==> src/rtl/turn_arbiter.sv <==
// turn_arbiter: shares the board move port between Player 1 (local) and
// Player 2 (SPI). Only the current player's move is considered; it is screened
// against the full-column mask and issued to the board with a req/ack handshake.
// Optional feature: define TURN_TIMEOUT_EN to auto-play the lowest free column
// when a player stalls for TIMEOUT_CYCLES cycles in WAIT_MOVE.
module turn_arbiter #(
  parameter int unsigned NUM_COLS       = 7,
  parameter int unsigned TIMEOUT_CYCLES = 500_000_000
) (
  input  logic                clk,
  input  logic                rst,
  input  logic                start,
  input  logic [2:0]          p1_col,
  input  logic                p1_valid,
  input  logic [2:0]          p2_col,
  input  logic                p2_valid,
  input  logic [NUM_COLS-1:0] col_full,
  input  logic                game_over,
  input  logic                board_ack,
  output logic                move_req,
  output logic [2:0]          move_col,
  output logic                move_player,
  output logic                turn,
  output logic                reject,
  output logic                timeout,
  output logic                busy
);

  typedef enum logic [1:0] {StIdle, StWaitMove, StIssue, StOver} state_e;

  state_e     state_q, state_d;
  logic       turn_q, turn_d;
  logic [2:0] move_col_q, move_col_d;
  logic       move_player_q, move_player_d;
  logic       reject_q, reject_d;
  logic       timeout_q, timeout_d;

  logic       cand_valid;
  logic [2:0] cand_col;
  logic       cand_legal;

  logic       expired;
  logic       auto_found;
  logic [2:0] auto_col;

  // Select the on-turn player's move and check it against the full mask.
  always_comb begin
    cand_valid = turn_q ? p2_valid : p1_valid;
    cand_col   = turn_q ? p2_col : p1_col;
    cand_legal = 1'b0;
    for (int unsigned i = 0; i < NUM_COLS; i++) begin
      if (cand_col == 3'(i)) cand_legal = ~col_full[i];
    end
  end

`ifdef TURN_TIMEOUT_EN
  localparam int unsigned CntW = (TIMEOUT_CYCLES > 1) ? $clog2(TIMEOUT_CYCLES) : 1;

  logic [CntW-1:0] tmr_q, tmr_d;

  // Lowest-index non-full column for the auto-play.
  always_comb begin
    auto_found = 1'b0;
    auto_col   = 3'd0;
    for (int i = int'(NUM_COLS) - 1; i >= 0; i--) begin
      if (!col_full[i]) begin
        auto_found = 1'b1;
        auto_col   = 3'(i);
      end
    end
  end

  // Turn timer: counts only in WAIT_MOVE, so it restarts from 0 on every entry.
  always_comb begin
    tmr_d = '0;
    if (state_q == StWaitMove && !reject_d) tmr_d = tmr_q + 1'b1;
  end

  // Turn timer register.
  always_ff @(posedge clk or negedge rst) begin
    if (!rst) tmr_q <= '0;
    else      tmr_q <= tmr_d;
  end

  assign expired = (tmr_q == CntW'(TIMEOUT_CYCLES - 1));
`else
  logic unused_timeout_cycles;
  assign unused_timeout_cycles = ^TIMEOUT_CYCLES;
  assign expired               = 1'b0;
  assign auto_found            = 1'b0;
  assign auto_col              = 3'd0;
`endif

  // Next-state and registered-output logic.
  always_comb begin
    state_d       = state_q;
    turn_d        = turn_q;
    move_col_d    = move_col_q;
    move_player_d = move_player_q;
    reject_d      = 1'b0;
    timeout_d     = 1'b0;
    unique case (state_q)
      StIdle: begin
        if (start) begin
          turn_d  = 1'b0;
          state_d = StWaitMove;
        end
      end
      StWaitMove: begin
        if (game_over) begin
          state_d = StOver;
        end else if (cand_valid && cand_legal) begin
          move_col_d    = cand_col;
          move_player_d = turn_q;
          state_d       = StIssue;
        end else begin
          reject_d = cand_valid;
          if (expired) begin
            if (auto_found) begin
              move_col_d    = auto_col;
              move_player_d = turn_q;
              timeout_d     = 1'b1;
              state_d       = StIssue;
            end else begin
              state_d = StOver;
            end
          end
        end
      end
      StIssue: begin
        if (board_ack) begin
          turn_d  = ~turn_q;
          state_d = StWaitMove;
        end
      end
      StOver: begin
        if (start) begin
          turn_d  = 1'b0;
          state_d = StWaitMove;
        end
      end
      default: state_d = StIdle;
    endcase
  end

  // State and output registers.
  always_ff @(posedge clk or negedge rst) begin
    if (!rst) begin
      state_q       <= StIdle;
      turn_q        <= 1'b0;
      move_col_q    <= 3'd0;
      move_player_q <= 1'b0;
      reject_q      <= 1'b0;
      timeout_q     <= 1'b0;
    end else begin
      state_q       <= state_d;
      turn_q        <= turn_d;
      move_col_q    <= move_col_d;
      move_player_q <= move_player_d;
      reject_q      <= reject_d;
      timeout_q     <= timeout_d;
    end
  end

  // Request is decoded from state so reset drops it asynchronously.
  assign move_req    = (state_q == StIssue);
  assign busy        = (state_q == StWaitMove) || (state_q == StIssue);
  assign move_col    = move_col_q;
  assign move_player = move_player_q;
  assign turn        = turn_q;
  assign reject      = reject_q;
  assign timeout     = timeout_q;

endmodule

==> config.mk <==
export PLATFORM = sky130hd
export DESIGN_NAME = turn_arbiter
export DESIGN_NICKNAME = d
export VERILOG_FILES = /design/src/rtl/turn_arbiter.sv
export SDC_FILE = /design/constraint.sdc
export NUM_CORES = 1
export LEC_CHECK = 0
export ABC_AREA = 1
export ABC_CLOCK_PERIOD_IN_PS = 1300
export CAP_MARGIN = 20
export CORE_UTILIZATION = 25
export CTS_CLUSTER_SIZE = 40
export DETAILED_ROUTE_END_ITERATION = 8
export PLACE_DENSITY_LB_ADDON = 0.05
export SLEW_MARGIN = 20
export SYNTH_ARGS = -nofsm -noshare
export SYNTH_HDL_FRONTEND = slang
export SYNTH_SLANG_ARGS = --single-unit
==> constraint.sdc <==
create_clock -name clk -period 1.3 [get_ports clk]
set_clock_uncertainty 0.05 [all_clocks]
set_input_delay 0.26 -clock clk [delete_from_list [all_inputs] [get_ports clk]]
set_output_delay 0.26 -clock clk [all_outputs]
set_load 0.01 [all_outputs]
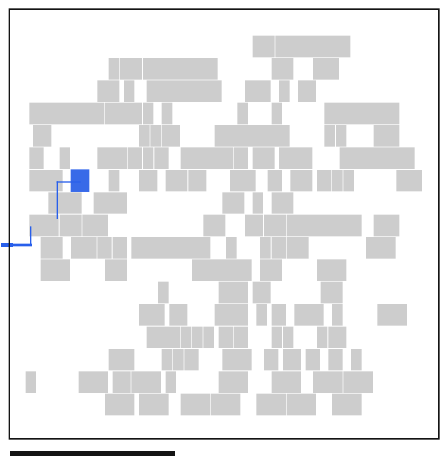
Fig. 1. Nets reached from selected ports (run 1).
Scale bar: 20 um.
Key: blue = board_ack [bits 1, direction input, edge left, end cells 1, buffers 1, wire 11.5 um]
number of ports placed on the die boundary: 29
# port buffers: 27

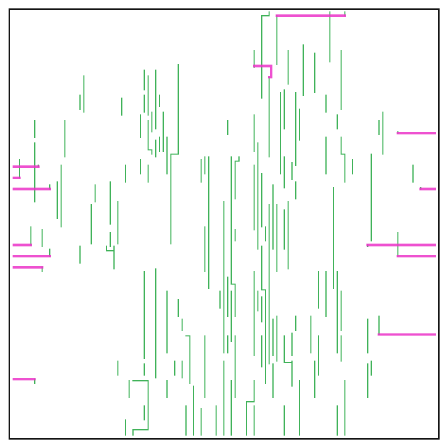
Fig. 2. Wiring by layer (run 1).
Two of the layers only.
Key: magenta = metal 3 [wire length 58.0 um]; green = metal 2 [wire length 709 um]
total number of vias: 658
total global-route track usage: 11.77%

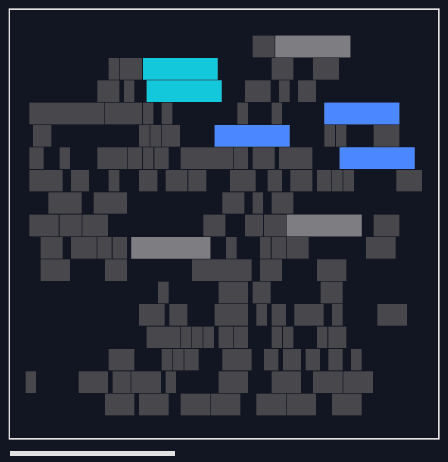
Fig. 3. Sequential cells colored by netlist name (run 1).
Scale bar: 20 um. Other sequential cells in the stronger gray, the rest of the logic in the fainter gray.
Key: blue = move_col [sequential cells 3]; cyan = state_q [sequential cells 2]
Another 3 sequential cells are not colored.
Register Area: 201.4 um^2
power consumed by sequential cells: 426 uW
register share of the cell area: 18.42%
final design utilization: 48.05%

==> impl_report.txt, run 1 <==
RUN METRICS
----------------------------------------------------
[Die]
  Horizontal die dimension ........................ 52.03 um
  Die area ........................ 2707 um^2
  Number of tap cells inserted ........................ 28
  Number of rows in the core area ........................ 17

[Worst setup path]
  Capturing element type of the critical path ........................ register
  Library cell contributing the largest single delay on the critical path ........................ sky130_fd_sc_hd__dfrtp_2
  Sort of element at the start of the critical path ........................ register
  Depth of the most critical reg-to-reg path ........................ 10
  Sum of buffers and inverters on the critical path ........................ 2
  Worst Path Required ........................ ~1400 ps
  Worst path cell trace ........................ buf_12 > or2_1 > o21ai_2 > nor2_2 > nand2_4 > nand3_4 > clkinv_4 > nand2_4 > nand2_1 > nand2_1
  R2r setup slk ........................ -220 ps
  Reg2Reg Capture Point ........................ move_col[0]

[Timing]
  Post-layout min period ........................ 1516 ps
  Max Clock Freq ........................ between 600 and 700 MHz
  Post-route worst hold slack ........................ 246.7 ps
  Final tally of hold violations ........................ 0
  Setup WS post-layout ........................ -216.4 ps
  Total negative slack ........................ -1570 ps
  Final setup violation count ........................ 9

[Layout]
  Final nets ........................ 152
  Layout cell share with drive strength beyond 1 ........................ 36.72%
  Tally of filler cells in the layout ........................ roughly 250
  Top logic cell by instance count in the layout ........................ sky130_fd_sc_hd__nand2_1
  Sequential cell count ........................ 8
  Relative area of clock buffers and inverters in the final design ........................ 2.059%
  Fraction of area in multi-input gates ........................ 35.70%
  Number of standard cells in the layout, taps in and fillers out ........................ 156
  Number of signal-net inverters in the final layout ........................ 14
  Count of plain and timing-repair buffers ........................ 41

[GRT]
  Pin count of the biggest net entering global routing ........................ 10
  Met3 capacity usage during global routing ........................ 0.8772%
  Number of antenna violations at the first check in global routing ........................ 0
  Wire length of the first global-routing pass ........................ around 2400 um

[Synthesis]
  Yosys chip area ........................ 625.6 um^2
  Post-synthesis register bit count ........................ 8
  Async SR Flop Fraction ........................ 100.0%
  Main area contributors ........................ sky130_fd_sc_hd__dfrtp_1 32%, sky130_fd_sc_hd__nand2_1 14%, sky130_fd_sc_hd__nand3_1 10%
  Mapped Area ........................ roughly 630 um^2
  Cell with the most instances after synthesis ........................ sky130_fd_sc_hd__nand2_1
  And+or+nand+nor area frac ........................ a little under half
  Leading area contributor after synthesis ........................ sky130_fd_sc_hd__dfrtp_1
  Cell total in the yosys stat output ........................ 86
  Post-synth tally of flip-flops with integrated enable ........................ 0
  Top cell type's share of synthesized area ........................ 32.00%
  Synth warn ........................ 0
  Synthesized instance count ........................ 86
  Post-Syn Nets ........................ 108

[Routing]
  Length of the first detailed-routing pass in iterations ........................ 4
  Drt wl/cell ........................ 9.276 um
  Drt initial violations ........................ 3
  Met2 routed wirelength ........................ 708 um
  Detail Route Antenna Nets ........................ 0

[Clock tree]
  Quantity of hold-fixing buffers added after cts ........................ 0
  H-tree level count ........................ 1
  Setup Buffers After CTS ........................ 3
  Longest Clk Path Bufs ........................ 2
  Number of cells upsized or downsized after cts ........................ 23
  Clock tree from TritonCTS ........................ yes

[Pwr]
  Cell Int Power ........................ about 1300 uW
  Total power ........................ 2181 uW
  Power share of the sequential group ........................ about a fifth
  Largest power group ........................ combinational cells
  Net load switching power ........................ 905.3 uW
  Clock share of power ........................ 8.7%
  P_comb ........................ about 1600 uW
  Total power per unit cell area ........................ 1995 nW/um^2

[Run]
  Count of tool warnings ........................ 30

[Run status]
  Violated checks ........................ setup timing
  Status ........................ complete, but fails checks

[Place]
  Global placement routability congestion ........................ 0.7811
  Cell count after placement ........................ about 150

[Hold path]
  Hold crit path type ........................ input port to asynchronous set/reset pin

----------------------------------------------------
Fig. 4: run 1, routing congestion
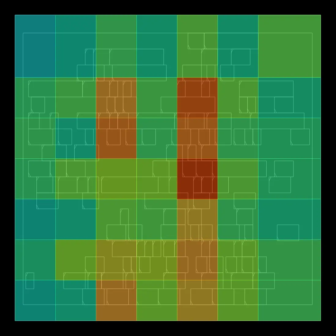

## Run 2: what changed since run 1
ABC_AREA = default   (was 1)
CORE_MARGIN = 2   (was default)
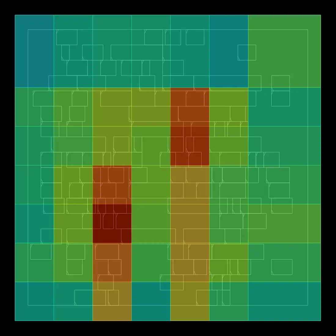
Fig. 5. Routing congestion (run 2).
met2 usage in global routing: 24.70%
Most Crowded Layer GR: met2
final design utilization: 50.05%
met3 capacity usage during global routing: 1.913%
drt wl/cell: 12.16 um

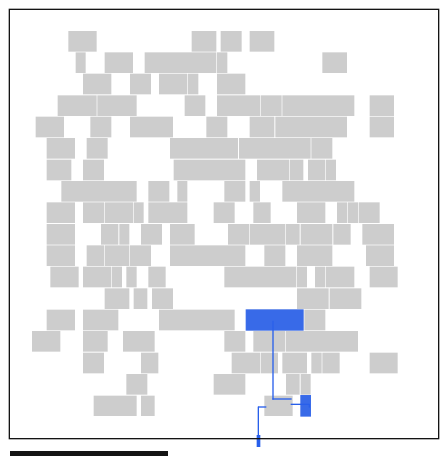
Fig. 6. Nets reached from selected ports (run 2).
Scale bar: 20 um.
Key: blue = board_ack [bits 1, direction input, edge bottom, end cells 2, buffers 1, wire 19.3 um]

==> run 2 against run 1 <==
The run still ends with setup timing left. Core utilization rose by 2.0 points. Area after synthesis increased by 1.0%. Non-clock buffer count increased by 8. Via count grew 1.4%. Die size rose by 8.8%. Register-to-register slack got worse by 380 ps. Maximum frequency fell by 20%. Largest cell class unchanged. Largest power group unchanged.
==> impl_report.txt, run 2 <==
RUN METRICS
----------------------------------------------------
[Run status]
  Status ........................ complete, but fails checks
  Violated checks ........................ setup timing

[Run]
  Count of tool warnings ........................ 30

[Routing]
  Detail Route Antenna Nets ........................ 0
  Drt initial violations ........................ 5
  Final routed wirelength across all metal layers ........................ 1799 um
  Length of the first detailed-routing pass in iterations ........................ 2
  Total number of vias ........................ 667

[Synthesis]
  Leading area contributor after synthesis ........................ sky130_fd_sc_hd__dfrtp_1
  Post-synthesis register bit count ........................ 8
  Yosys chip area ........................ 631.9 um^2
  Post-Syn Nets ........................ 91
  And+or+nand+nor area frac ........................ 21.98%
  Synth warn ........................ 0
  Post-synth tally of flip-flops with integrated enable ........................ 0
  Mapped Area ........................ 631.9 um^2
  Cell with the most instances after synthesis ........................ sky130_fd_sc_hd__dfrtp_1
  Cell total in the yosys stat output ........................ 69
  Adders+Majority by Area ........................ 3.960%
  Largest logic family ........................ simple AND/OR/NAND/NOR gates
  Synthesized instance count ........................ about 70
  Main area contributors ........................ sky130_fd_sc_hd__dfrtp_1 32%, sky130_fd_sc_hd__mux2i_1 7.9%, sky130_fd_sc_hd__mux2_2 5.3%
  Top cell type's share of synthesized area ........................ 31.68%

[Pwr]
  Net load switching power ........................ between 700 and 800 uW
  Total power per unit cell area ........................ 1619 nW/um^2
  Largest power group ........................ combinational cells
  Clock share of power ........................ between 10% and 20%
  Power share of the sequential group ........................ 21.6%
  Total power ........................ 1971 uW
  P_comb ........................ roughly 1300 uW
  Power consumed by sequential cells ........................ ~430 uW
  Cell Int Power ........................ 1229 uW

[GRT]
  Pin count of the biggest net entering global routing ........................ 9
  Number of antenna violations at the first check in global routing ........................ 0
  Total global-route track usage ........................ between 10% and 20%
  Wire length of the first global-routing pass ........................ 2911 um

[Worst setup path]
  Depth of the most critical reg-to-reg path ........................ 6
  Worst Path Required ........................ 1430 ps
  Sort of element at the start of the critical path ........................ register
  Worst path cell trace ........................ or4b_4 > o311ai_4 > a21o_4 > nor4b_4 > buf_4 > mux2i_1
  R2r setup slk ........................ -600 ps
  Library cell contributing the largest single delay on the critical path ........................ sky130_fd_sc_hd__or4b_4
  Reg2Reg Capture Point ........................ move_col[2]

[Timing]
  Final setup violation count ........................ 9
  Setup WS post-layout ........................ -597.9 ps
  Post-route worst hold slack ........................ about 250 ps
  Total negative slack ........................ -3782 ps
  Max Clock Freq ........................ about 530 MHz
  Post-layout min period ........................ 1898 ps

[Place]
  Cell count after placement ........................ 144
  Global placement routability congestion ........................ 0.7228
  # port buffers ........................ 27

[Clock tree]
  Setup Buffers After CTS ........................ 2
  Quantity of hold-fixing buffers added after cts ........................ 0
  Number of cells upsized or downsized after cts ........................ 37
  Clock tree from TritonCTS ........................ yes
  Sinks on the clock net ........................ 8
  H-tree level count ........................ 1
  Longest Clk Path Bufs ........................ 2

[Layout]
  Layout cell share with drive strength beyond 1 ........................ between 40% and 50%
  Register share of the cell area ........................ 16.55%
  Fraction of area in multi-input gates ........................ 39.98%
  Number of standard cells in the layout, taps in and fillers out ........................ 148
  Relative area of clock buffers and inverters in the final design ........................ 1.850%
  Sequential cell count ........................ 8
  Number of signal-net inverters in the final layout ........................ 7
  Final nets ........................ approximately 140
  Count of plain and timing-repair buffers ........................ a little under 50
  Register Area ........................ around 200 um^2
  Tally of filler cells in the layout ........................ 255

[Hold path]
  Hold crit path type ........................ input port to asynchronous set/reset pin

[Die]
  Number of rows in the core area ........................ 18
  Die area ........................ 2946 um^2
  Horizontal die dimension ........................ between 50 and 60 um
  Number of ports placed on the die boundary ........................ 29
  Number of tap cells inserted ........................ 30

----------------------------------------------------
Power is estimated from default activity; no workload was simulated.
